<file path="src/rtl/fifo_ptr_pkg.sv">
// Shared constants and gray/binary conversion helpers for the async FIFO pointer blocks.
// Conversions work on a 32-bit container; callers zero-extend and truncate with size casts.
package fifo_ptr_pkg;

  localparam int MODE_WR = 0;
  localparam int MODE_RD = 1;
  localparam int CONV_W  = 32;

  function automatic logic [CONV_W-1:0] bin2gray(input logic [CONV_W-1:0] bin);
    return bin ^ (bin >> 1);
  endfunction

  // Each binary bit is the XOR of its gray bit and every gray bit above it.
  function automatic logic [CONV_W-1:0] gray2bin(input logic [CONV_W-1:0] gray);
    logic [CONV_W-1:0] bin;
    bin = gray;
    for (int i = 1; i < CONV_W; i++) begin
      bin = bin ^ (gray >> i);
    end
    return bin;
  endfunction

endpackage

</file>
<file path="src/rtl/gray_sync.sv">
// Multi-flop synchroniser for the opposite clock domain's gray pointer.
// Only one bit of the input changes at a time, so a plain flop chain is safe.
module gray_sync
  import fifo_ptr_pkg::*;
#(
  parameter int WIDTH  = 5,
  parameter int STAGES = 2
) (
  input  logic             clk,
  input  logic             rst_in,
  input  logic [WIDTH-1:0] d_in,
  output logic [WIDTH-1:0] q_out
);

  logic [STAGES-1:0][WIDTH-1:0] stage_q;

  always_ff @(posedge clk or posedge rst_in) begin
    if (rst_in) begin
      stage_q <= '0;
    end else begin
      stage_q <= {stage_q[STAGES-2:0], d_in};
    end
  end

  assign q_out = stage_q[STAGES-1];

endmodule

</file>
<file path="src/rtl/fifo_ptr_flag.sv">
// One side of an async FIFO: binary/gray pointer, synchronised opposite pointer,
// full (write side) or empty (read side) flag, almost flag, occupancy level and sticky error.
module fifo_ptr_flag
  import fifo_ptr_pkg::*;
#(
  parameter int ADDR_WIDTH  = 4,
  parameter int SYNC_STAGES = 2,
  parameter int MODE        = 0,
  parameter int ALMOST_TH   = 2
) (
  input  logic                  clk,
  input  logic                  rst_in,
  input  logic                  clr_in,
  input  logic                  inc_in,
  input  logic [ADDR_WIDTH:0]   other_gray_in,
  output logic [ADDR_WIDTH:0]   ptr_gray_out,
  output logic [ADDR_WIDTH-1:0] addr_out,
  output logic                  flag_out,
  output logic                  almost_out,
  output logic [ADDR_WIDTH:0]   level_out,
  output logic                  err_out
);

  localparam int PW    = ADDR_WIDTH + 1;
  localparam int DEPTH = 1 << ADDR_WIDTH;

  // Full compares against the other pointer with its top two gray bits inverted.
  localparam logic [PW-1:0] FULL_MASK        = PW'(3) << (PW - 2);
  localparam logic [PW-1:0] ALMOST_FULL_LVL  = PW'(DEPTH - ALMOST_TH);
  localparam logic [PW-1:0] ALMOST_EMPTY_LVL = PW'(ALMOST_TH);
  localparam logic          IDLE_FLAG        = (MODE == MODE_RD);

  logic [PW-1:0] bin_q, bin_d;
  logic [PW-1:0] gray_q, gray_d;
  logic [PW-1:0] level_q, level_d;
  logic          flag_q, flag_d;
  logic          almost_q, almost_d;
  logic          err_q, err_d;

  logic [PW-1:0] syncGray;
  logic [PW-1:0] syncBin;
  logic          accept;

  gray_sync #(
    .WIDTH  (PW),
    .STAGES (SYNC_STAGES)
  ) u_gray_sync (
    .clk    (clk),
    .rst_in (rst_in),
    .d_in   (other_gray_in),
    .q_out  (syncGray)
  );

  // Flags and level come from the next pointer value so this side never lags itself.
  always_comb begin
    accept   = inc_in & ~flag_q;
    bin_d    = accept ? bin_q + PW'(1) : bin_q;
    gray_d   = PW'(bin2gray(CONV_W'(bin_d)));
    syncBin  = PW'(gray2bin(CONV_W'(syncGray)));
    level_d  = '0;
    flag_d   = IDLE_FLAG;
    almost_d = IDLE_FLAG;
    if (MODE == MODE_WR) begin
      level_d  = bin_d - syncBin;
      flag_d   = (gray_d == (syncGray ^ FULL_MASK));
      almost_d = (level_d >= ALMOST_FULL_LVL);
    end else begin
      level_d  = syncBin - bin_d;
      flag_d   = (gray_d == syncGray);
      almost_d = (level_d <= ALMOST_EMPTY_LVL);
    end
    err_d = err_q | (inc_in & flag_q);
  end

  always_ff @(posedge clk or posedge rst_in) begin
    if (rst_in) begin
      bin_q    <= '0;
      gray_q   <= '0;
      level_q  <= '0;
      flag_q   <= IDLE_FLAG;
      almost_q <= IDLE_FLAG;
      err_q    <= 1'b0;
    end else if (clr_in) begin
      bin_q    <= '0;
      gray_q   <= '0;
      level_q  <= '0;
      flag_q   <= IDLE_FLAG;
      almost_q <= IDLE_FLAG;
      err_q    <= 1'b0;
    end else begin
      bin_q    <= bin_d;
      gray_q   <= gray_d;
      level_q  <= level_d;
      flag_q   <= flag_d;
      almost_q <= almost_d;
      err_q    <= err_d;
    end
  end

  assign ptr_gray_out = gray_q;
  assign addr_out     = bin_q[ADDR_WIDTH-1:0];
  assign flag_out     = flag_q;
  assign almost_out   = almost_q;
  assign level_out    = level_q;
  assign err_out      = err_q;

endmodule

</file>
<file path="config.mk">
export PLATFORM = sky130hd
export DESIGN_NAME = fifo_ptr_flag
export DESIGN_NICKNAME = d
export VERILOG_FILES = /design/src/rtl/fifo_ptr_pkg.sv /design/src/rtl/gray_sync.sv /design/src/rtl/fifo_ptr_flag.sv
export SDC_FILE = /design/constraint.sdc
export NUM_CORES = 1
export LEC_CHECK = 0
export CAP_MARGIN = 5
export CORE_MARGIN = 1.5
export CORE_UTILIZATION = 45
export DETAILED_ROUTE_END_ITERATION = 10
export GPL_ROUTABILITY_DRIVEN = 0
export PLACE_DENSITY_LB_ADDON = 0.08
export SKIP_LAST_GASP = 1
export SLEW_MARGIN = 20
export SYNTH_ARGS = -nofsm -noshare
export SYNTH_HDL_FRONTEND = slang
export SYNTH_SLANG_ARGS = --single-unit
</file>
<file path="constraint.sdc">
create_clock -name clk -period 2.3 [get_ports clk]
set_clock_uncertainty 0.1 [all_clocks]
set_input_delay 0.575 -clock clk [delete_from_list [all_inputs] [get_ports clk]]
set_output_delay 0.575 -clock clk [all_outputs]
set_load 0.02 [all_outputs]
</file>
==> summary.txt <==
RSZ-0062 raised after global routing: true
Nature of the critical path startpoint: flop
Setup crit end: almost_out$_DFF_PP0_
Vias in the first global route: 914
Most used cell, CP: xor2_2
R2r endpoint: almost_out$_DFF_PP0_
Die width: 55.5 µm
Status: finished with violations
Ys flop type: dfrtp_1
TritonCTS Buffers: 3
Tool warnings: 29
# rows: 18
Min cycle time layout: 2580 ps
R2r startpoint: u_gray_sync.q_out[3]$_DFF_PP0_
Yosys top cell by area: dfrtp_1
Area grow syn2layout: 47.1%
Synth Cell Area: 1240 µm²
Syn nets: 114
Max-slew violations: 0
Leakage: 0.875 nW
Post-DRT Antenna Nets: 0
Maximum buffer depth of the clock tree: 2
Yosys stat cell total: 99
Overall power: 1.19 mW
Number of enable flip-flop cells: 0
Failing checks: setup timing
Register area share after synthesis: 0.544
Critical-path cell list: xnor2_2, xor2_2, xor2_2, xnor2_1, ha_2, fa_2, or2_4, o32ai_2
Worst Tran Pin Value: 347 ps
CORE AREA: 2540 µm²
Dpl hpwl: 1670 µm
Iteration count of the initial detailed-routing pass: 3
Htree depth: 1
Ys Warns: 0
R2R cell count: 8
WP data required: 2470 ps
NumNets Final: 167
# setup viols final: 5
Slowest-stage cell, CP: fa_2
Top cells by area: dfrtp_1 54%, xnor2_1 5.6%, xor2_1 5.6%
Crit path depth: 8
CTS tree: built
Final WS setup: -281 ps
Post-synth ARST share: 1.00
Final Hold Fails: 0
DR vias: 867
worst min path at each step:
stage | startpoint | to | slack [ps] | cells after the start
floorplan | u_gray_sync.stage_q[0]$_DFF_PP0_ | u_gray_sync.q_out[0]$_DFF_PP0_ | 230 | 0
global placement | u_gray_sync.stage_q[3]$_DFF_PP0_ | u_gray_sync.q_out[3]$_DFF_PP0_ | 230 | 0
detailed placement | u_gray_sync.stage_q[4]$_DFF_PP0_ | u_gray_sync.q_out[4]$_DFF_PP0_ | 240 | 0
CTS | u_gray_sync.stage_q[4]$_DFF_PP0_ | u_gray_sync.q_out[4]$_DFF_PP0_ | 270 | 0
global route | u_gray_sync.stage_q[2]$_DFF_PP0_ | u_gray_sync.q_out[2]$_DFF_PP0_ | 280 | 0
finish | u_gray_sync.stage_q[4]$_DFF_PP0_ | u_gray_sync.q_out[4]$_DFF_PP0_ | 270 | 0
report_power, final:
group          switching (mW)  internal [mW]  total, mW
Clock                   0.146         0.0657      0.212
Sequential             0.0175          0.518      0.535
Combinational           0.211          0.232      0.443
cell type report:
class                   count  area, µm²  share of cell area
flip-flops and latches     27        678               0.371
inverters                   8       30.0              0.0164
well taps                  30       37.5              0.0205
clock buffers               3       22.5              0.0123
multi-input cells          62        618               0.338
repair buffers             50        437               0.239
clock inverters             1       5.00             0.00274
kinds of logic (layout without fill, tap and decap cells):
logic type	Yosys count	after routing	share of synthesized area
fa+ha+maj	6	6	0.0665
xor+xnor	19	19	0.162
flops	27	27	0.544
simple gates	26	26	0.130
mux	2	2	0.0161
compound gates	9	9	0.0514
buf+inv	10	62	0.0302
cell usage in the layout, fill, tap and decap left out, types with 2 or more instances in the layout:
cell and instances:
clkbuf_4 3, xor2_2 5, xnor3_1 2, nand2_1 3, inv_2 3, dfrtp_1 25, xor2_1 4, nor2_1 14
a21oi_2 2, xnor2_1 7, clkdlybuf4s50_1 24, a21oi_1 2, dfrtp_2 2, inv_1 5, a21o_1 2, buf_4 25
ha_1 3
worst reg2reg max path: stages, from the launching register on:
cell     delay, ps
dfrtp_1        430
xnor2_2        250
xor2_2         240
xor2_2         200
xnor2_1        140
ha_2           220
fa_2           440
or2_4          240
o32ai_2        230
state kept, by name, indices dropped and copies added (netlist names):
| name | flops |
|---|---|
| level_out | 5 |
| almost_out | 1 |
| err_out | 1 |
| bin_q | 5 |
| flag_out | 1 |
| u_gray_sync.q_out | 5 |
| ptr_gray_out | 4 |
| u_gray_sync.stage_q | 5 |
routing by layer:
layer	GRT usage	up-vias	routed length (µm)
li1	-	419	-
met1	0.198	420	1020
met2	0.279	21	1140
met3	0.0258	7	92
met4	0.0976	0	78
met5	0	-	0
per-stage QoR:
step	setup TNS [ps]	setup WS, ps	util	hold slack [ps]
floorplan	-232	-159	-	231
global placement	-2300	-511	0.667	232
global route	-1610	-428	0.718	277
finish	-902	-281	0.718	267
detailed placement	-2520	-560	0.667	238
CTS	-577	-270	0.701	269
repair_timing:
item                                    in CTS  in global routing
cloned                                       0                  0
setup buffers                                4                  3
endpoints found under the setup margin       6                  6
pin swaps                                    9                  9
resized                                      6                  5
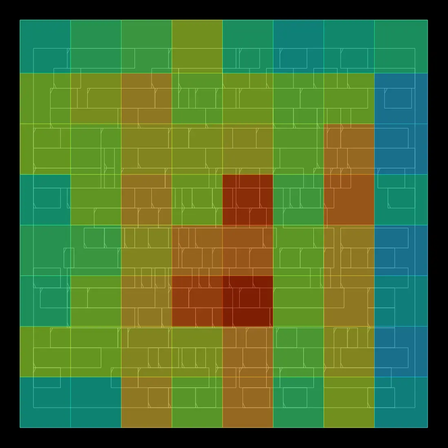
Fig. 1. Track usage over the die.
GRT met1 Usage: 0.198
Wirelength per Cell: 12.9 µm
GRT met3 Usage: 0.0258
busiest grt layer: met2

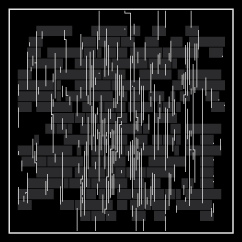
Fig. 2. Met2 routing.
Scale: 4 px per µm.
The wires run mostly vertical. The longest straight run is 28.6 µm. The layer holds 49% of the routed length. 147 nets have wire on it.

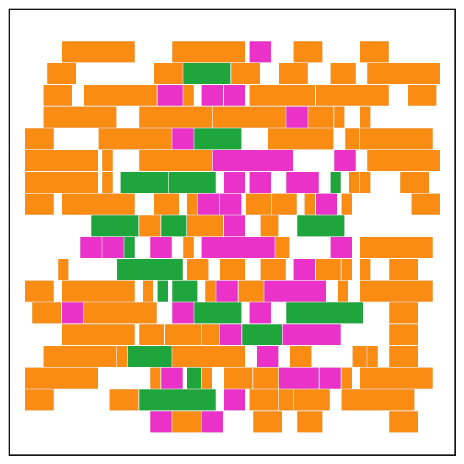
Fig. 3. Cell sizes after repair.
Scale: 8 px per µm.
Key: magenta = drive 3 to 4 [cells 35]; green = drive 2 [cells 18]; orange = drive 1 or less [cells 98]
Finished Cell Area: 1830 µm²
count of non-CTS buffers in the layout: 50

Power and IR drop assume default switching activity.
